===== src/rtl/prescaled_counter_pkg.sv =====
// Shared constants for the prescaled up/down counter.
// Direction and terminal-mode encodings plus default sizing.
package prescaled_counter_pkg;

    localparam int unsigned DEFAULT_WIDTH    = 9;
    localparam int unsigned DEFAULT_PRESCALE = 3250000;

    localparam logic DIR_UP    = 1'b1;
    localparam logic DIR_DOWN  = 1'b0;
    localparam logic MODE_WRAP = 1'b0;
    localparam logic MODE_SAT  = 1'b1;

endpackage


===== src/rtl/prescaled_counter_tick_divider.sv =====
// Free-running prescaler: counts 0..PRESCALE-1 and flags the last cycle.
// CLEAR restarts the period; TICK_EN is the combinational tick condition.
module tick_divider
    import prescaled_counter_pkg::*;
#(
    parameter int unsigned PRESCALE = DEFAULT_PRESCALE
) (
    input  logic CLOCK_IN,
    input  logic RESET,
    input  logic CLEAR,
    output logic TICK_EN
);

    localparam int unsigned CW = (PRESCALE > 1) ? $clog2(PRESCALE) : 1;
    localparam logic [CW-1:0] LAST = CW'(PRESCALE - 1);

    logic [CW-1:0] cnt_q;
    logic [CW-1:0] cnt_d;

    assign TICK_EN = (cnt_q == LAST);

    always_comb begin
        cnt_d = cnt_q + CW'(1);
        if (CLEAR || TICK_EN) begin
            cnt_d = '0;
        end
    end

    always_ff @(posedge CLOCK_IN or posedge RESET) begin
        if (RESET) begin
            cnt_q <= '0;
        end else begin
            cnt_q <= cnt_d;
        end
    end

endmodule


===== src/rtl/prescaled_counter.sv =====
// Prescaled up/down counter with limit, wrap/saturate and terminal pulse.
// Define PRESCALED_COUNTER_CAPTURE_EN to build the CAPTURE snapshot register.
module prescaled_counter
    import prescaled_counter_pkg::*;
#(
    parameter int unsigned WIDTH    = DEFAULT_WIDTH,
    parameter int unsigned PRESCALE = DEFAULT_PRESCALE
) (
    input  logic             CLOCK_IN,
    input  logic             RESET,
    input  logic             ENABLE,
    input  logic             CLEAR,
    input  logic             LOAD,
    input  logic [WIDTH-1:0] LOAD_VALUE,
    input  logic             UP,
    input  logic             SATURATE,
    input  logic [WIDTH-1:0] LIMIT,
    input  logic             CAPTURE,
    output logic [WIDTH-1:0] DATA,
    output logic             TICK,
    output logic             TRIGGER,
    output logic             TC_PULSE,
    output logic [WIDTH-1:0] CAPTURE_DATA
);

    logic             tick_en_c;
    logic [WIDTH-1:0] data_q;
    logic [WIDTH-1:0] data_d;
    logic             tick_q;
    logic             tick_d;
    logic             tc_q;
    logic             tc_d;

    tick_divider #(
        .PRESCALE (PRESCALE)
    ) u_tick_divider (
        .CLOCK_IN (CLOCK_IN),
        .RESET    (RESET),
        .CLEAR    (CLEAR),
        .TICK_EN  (tick_en_c)
    );

    // CLEAR beats LOAD beats the enabled tick; a count above LIMIT terminates on the next up tick.
    always_comb begin
        data_d = data_q;
        tc_d   = 1'b0;
        tick_d = tick_en_c && !CLEAR;
        if (CLEAR) begin
            data_d = '0;
        end else if (LOAD) begin
            data_d = (LOAD_VALUE > LIMIT) ? LIMIT : LOAD_VALUE;
        end else if (tick_en_c && ENABLE) begin
            if (UP == DIR_UP) begin
                if (data_q < LIMIT) begin
                    data_d = data_q + WIDTH'(1);
                end else begin
                    data_d = (SATURATE == MODE_SAT) ? LIMIT : '0;
                    tc_d   = 1'b1;
                end
            end else begin
                if (data_q != '0) begin
                    data_d = data_q - WIDTH'(1);
                end else begin
                    data_d = (SATURATE == MODE_SAT) ? '0 : LIMIT;
                    tc_d   = 1'b1;
                end
            end
        end
    end

    always_ff @(posedge CLOCK_IN or posedge RESET) begin
        if (RESET) begin
            data_q <= '0;
            tick_q <= 1'b0;
            tc_q   <= 1'b0;
        end else begin
            data_q <= data_d;
            tick_q <= tick_d;
            tc_q   <= tc_d;
        end
    end

    assign DATA     = data_q;
    assign TICK     = tick_q;
    assign TC_PULSE = tc_q;
    assign TRIGGER  = (UP == DIR_UP) ? (data_q >= LIMIT) : (data_q == '0);

`ifdef PRESCALED_COUNTER_CAPTURE_EN
    logic [WIDTH-1:0] cap_q;
    logic [WIDTH-1:0] cap_d;

    // Snapshot takes the count as it stands before this edge's update.
    always_comb begin
        cap_d = cap_q;
        if (CAPTURE) begin
            cap_d = data_q;
        end
    end

    always_ff @(posedge CLOCK_IN or posedge RESET) begin
        if (RESET) begin
            cap_q <= '0;
        end else begin
            cap_q <= cap_d;
        end
    end

    assign CAPTURE_DATA = cap_q;
`else
    logic capture_unused;
    assign capture_unused = CAPTURE;
    assign CAPTURE_DATA   = '0;
`endif

endmodule


===== config.mk =====
export PLATFORM = sky130hd
export DESIGN_NAME = prescaled_counter
export DESIGN_NICKNAME = d
export VERILOG_FILES = /design/src/rtl/prescaled_counter_pkg.sv /design/src/rtl/prescaled_counter_tick_divider.sv /design/src/rtl/prescaled_counter.sv
export SDC_FILE = /design/constraint.sdc
export NUM_CORES = 1
export LEC_CHECK = 0
export CAP_MARGIN = 20
export CORE_MARGIN = 5
export CORE_UTILIZATION = 58
export DETAILED_ROUTE_END_ITERATION = 6
export PLACE_DENSITY = 0.84
export SYNTH_ARGS = -nofsm -noshare
export SYNTH_HDL_FRONTEND = slang
export SYNTH_SLANG_ARGS = --single-unit

===== constraint.sdc =====
create_clock -name CLOCK_IN -period 3.5 [get_ports CLOCK_IN]
set_input_delay 0.7 -clock CLOCK_IN [delete_from_list [all_inputs] [get_ports CLOCK_IN]]
set_output_delay 0.7 -clock CLOCK_IN [all_outputs]
set_load 0.005 [all_outputs]

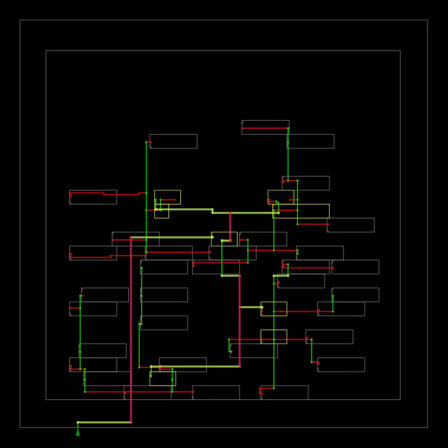
Fig. 1. Clock wiring as the flow saved it (run 1).
Flops: 33
clk pwr: 385 uW
Num CTS Buffers: 5
Clock Latency Late Sink: 0.29 ns

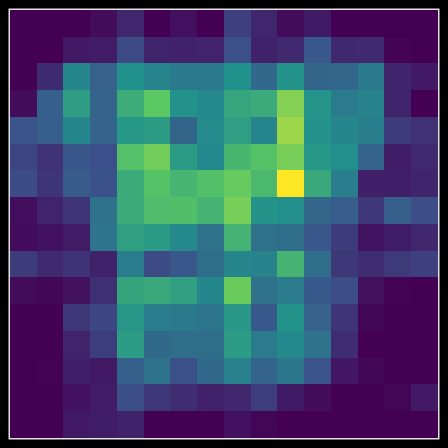
Fig. 2. Routed metal per tile (run 1).
The die is cut into 16 by 16 equal tiles; dark purple is low, yellow is high, scaled to the fullest tile. Values are wire area over tile area, all layers added.
The mean over all tiles is 0.19. The emptiest ninth of the die: bottom right. 20% of the tiles are over half the peak. The fullest tile reaches 0.72. The densest ninth of the die: middle.

==> impl_metrics.env, run 1 <==
# flow metrics
export IMPL_status="complete, no violations"
export IMPL_die_area_um2=6303
export IMPL_first_global_vias=2546
export IMPL_antenna_found_initial=0
export IMPL_final_nets=421
export IMPL_regToRegStartpoint="DATA[5]"
export IMPL_end_kind="output pin"
export IMPL_hold_depth=1
export IMPL_gr_total_overflow=0
export IMPL_finClkSkew_ns=0.006661
export IMPL_rsz0062_at_grt="false"
export IMPL_irDropWorstVdd_uv=202.2
export IMPL_drt_pre_antenna_iters=5
export IMPL_ys_cells=337
export IMPL_p_total_mw=1.105
export IMPL_vias_per_cell=6.273
export IMPL_hold_class="reg2reg"
export IMPL_htreeDepth=2
export IMPL_switchingPower_uw=341.9
export IMPL_intPower_uw=763.1
export IMPL_clkSlewWorstSetupHoldPaths_ns=0.07
export IMPL_rows=25
export IMPL_aoi_share_pct=15.05
export IMPL_comb_power_share_pct=26.8
export IMPL_min_from="u_tick_divider.cnt_q[0]"
export IMPL_ant_nets=0
export IMPL_dr_first_iter_drc_count=334
export IMPL_drive_gt1_share_pct=8.267
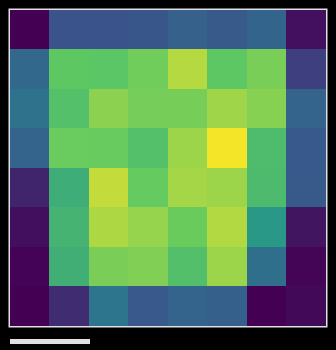
Fig. 3. Placement density heat map (run 1).
Scale bar: 20 um. The die is cut into 8 by 8 equal tiles; dark purple is low, yellow is high, 0 to 100% covered.
36% of the tiles are over 75% full. The emptiest ninth of the die: bottom right. The densest ninth of the die: middle.

[run 1: flip-flops by register name (all words and copies together) (netlist names)]
register	flops
DATA	9
TC_PULSE	1
TICK	1
u_tick_divider.cnt_q	22
[run 1: synth_stat cells, types with 3 or more instances]
master    count
a21oi_1       9
nand3_1      26
nor4_1        5
clkbuf_1     11
o21ai_1       3
xor2_1       17
dfrtp_1      33
xnor2_1      14
o311a_1       4
nor2_1       44
nand2_1      26
buf_4         9
nor3_1        9
nand2b_1      3
nand4_1       8
mux2i_1       6
o211ai_1      3
buf_2         4
and3_1        9
o22ai_1       3
a31oi_1       3
o21ai_0       5
ha_1         21
inv_1        18
a211oi_1      5
[run 1: stage by stage]
step                      util [%]  area [um^2]  setup TNS (ns)  cells  worst slack (ns)
after floorplan                  -         2823               0    345            0.6103
after global placement       68.21         3201               0    421           0.05511
after detailed placement     68.21         3201        -0.02839    421          -0.02839
after CTS                    70.88         3326               0    429           0.01345
after global routing         70.93         3328               0    429            0.2601
final                        70.93         3328               0    429            0.3038
[run 1: layer usage]
layer	track usage [%]	wire, um	vias up	share of wire [%]
li1	-	-	1263	-
met1	34.28	3123	1267	43
met2	38.05	3337	138	46
met3	4.402	654	23	9.0
met4	7.560	172	0	2.4
met5	0	0	-	0
[run 1: cell type report]
type | count | area (um^2) | share of cell area [%]
clock inverter | 2 | 37.54 | 1.128
sequential | 33 | 825.8 | 24.81
inverter | 19 | 71.32 | 2.143
multi-input combinational | 268 | 1798 | 54.02
tap | 54 | 67.56 | 2.030
clock buffer | 6 | 82.58 | 2.481
timing repair buffer | 47 | 445.4 | 13.38
[run 1: logic make-up after synthesis]
group,after synthesis
buffers and inverters,44
other,1
AND-OR/OR-AND,55
XOR/XNOR,31
AND/OR/NAND/NOR,145
flip-flops,33
adder cells (fa/ha/maj),21
multiplexers,7
--- run 2 (diff from run 1) ---
CORE_UTILIZATION = 59   (was 58)
SYNTH_HIERARCHICAL = 1   (was not set)
==> impl_metrics.env, run 2 <==
# flow metrics
export IMPL_switchingPower_uw=373.4
export IMPL_n_clock_buffer=6
export IMPL_p_clk_uw=301
export IMPL_min_from="u_tick_divider/cnt_q[0]"
export IMPL_signal_buffers=53
export IMPL_intPower_uw=733.4
export IMPL_buf_share_pct=13.81
export IMPL_largest_reg_flops=22
export IMPL_seq_share_pct=23.26
export IMPL_finClkSkew_ns=0.009127
export IMPL_clkSlewWorstSetupHoldPaths_ns=0.06
export IMPL_die_area_um2=6725
export IMPL_fin_ws_ns=0.3386
export IMPL_comb_power_share_pct=33.1
export IMPL_clk_latency_ns=0.28
export IMPL_hold_depth=1
export IMPL_irDropWorstVdd_uv=153.0
export IMPL_cts_buffers=5
export IMPL_logic_gates=289
export IMPL_status="complete, no violations"
export IMPL_ant_nets=0
export IMPL_dr_first_iter_drc_count=201
export IMPL_drive_gt1_share_pct=9.181
export IMPL_end_kind="output pin"
export IMPL_rsz0062_at_grt="false"
export IMPL_largest_class="logic gates"
export IMPL_design_seq_count=33
export IMPL_regArea_um2=825.8
export IMPL_logic_area_um2=1978
export IMPL_regToRegStartpoint="u_tick_divider/cnt_q[4]"
export IMPL_combAreaFraction_pct=55.71
export IMPL_regMostFlops="u_tick_divider/cnt_q"
[run 2: stage by stage]
stage | total power, mW | cell area (um^2) | setup TNS [ns]
after CTS | 1.110 | 3548 | 0
after detailed placement | 0.8050 | 3453 | -0.001637
final | 1.107 | 3551 | 0
after global placement | 0.7944 | 3453 | 0
after global routing | 1.176 | 3551 | 0
after floorplan | 0.6920 | 3089 | 0
[run 2: path summary, 6_finish.rpt]
check | slack (ns) | end
worst max-delay path | 0.34 | TRIGGER
worst min-delay path | 0.54 | u_tick_divider/cnt_q[0]
worst max register to register | 0.39 | DATA[0]
worst min register to register | 0.54 | u_tick_divider/cnt_q[0]
max in group asynchronous | 2.08 | u_tick_divider/cnt_q[10]
min in group asynchronous | 0.76 | TC_PULSE
[run 2: logic make-up (layout without fill, tap and decap cells)]
logic type | Yosys count | after routing | synth area share [%]
compound gates | 71 | 71 | 15.91
buf+inv | 53 | 81 | 9.652
fa+ha+maj | 22 | 22 | 8.998
flops | 33 | 33 | 26.99
mux | 15 | 15 | 4.908
other cells | 1 | 9 | 0.1226
xor+xnor | 24 | 24 | 6.871
simple gates | 148 | 148 | 26.54
[run 2: per-layer routing]
| metal | wire length [um] | track usage (%) | share of wire, % | vias to the layer above |
|---|---|---|---|---|
| li1 | - | - | - | 1364 |
| met1 | 3516 | 35.28 | 46 | 1337 |
| met2 | 3340 | 37.80 | 44 | 122 |
| met3 | 562 | 4.276 | 7.4 | 16 |
| met4 | 161 | 8.804 | 2.1 | 0 |
| met5 | 0 | 0 | 0 | - |
[run 2: worst max-delay path: stages]
cell and delay, ns:
clkdlybuf4s50_1 0.51, inv_1 0.09, ha_1 0.32, a21oi_1 0.15, o21ai_0 0.12, a211oi_2 0.26, a31oi_1 0.13, dlymetal6s2s_1 0.18
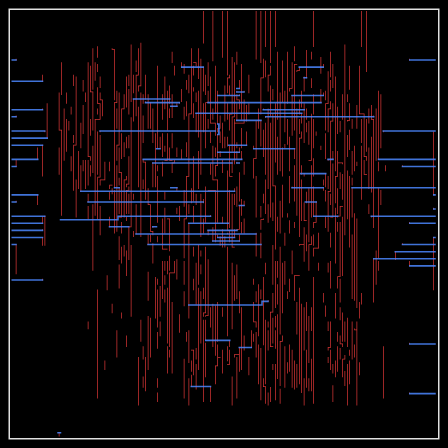
Fig. 4. Routed metal, one colour a layer (run 2).
Two of the layers only.
Key: blue = met3 [wire length 562 um]; red = met2 [wire length 3340 um]

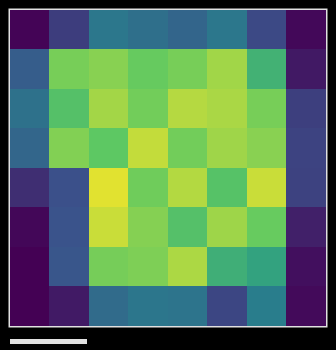
Fig. 5. Placement density heat map (run 2).
Scale bar: 20 um. The die is cut into 8 by 8 equal tiles; dark purple is low, yellow is high, 0 to 100% covered.
The fullest tile reaches 96%. 41% of the tiles are over 75% full. The densest ninth of the die: middle. The mean over all tiles is 52%. 6.2% of the tiles are nearly empty. The emptiest ninth of the die: bottom left.

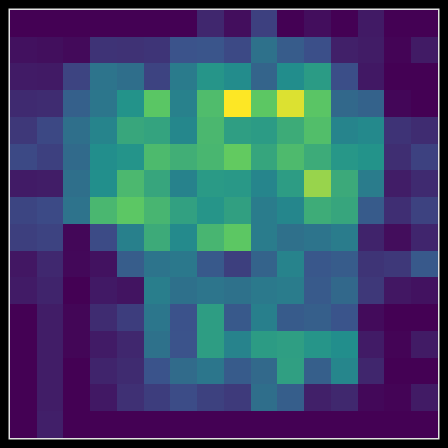
Fig. 6. Routed metal per tile (run 2).
The die is cut into 16 by 16 equal tiles; dark purple is low, yellow is high, scaled to the fullest tile. Values are wire area over tile area, all layers added.
20% of the tiles are over half the peak. The mean over all tiles is 0.18. The densest ninth of the die: middle. The fullest tile reaches 0.68. The emptiest ninth of the die: bottom left.

Power and IR drop assume default switching activity.
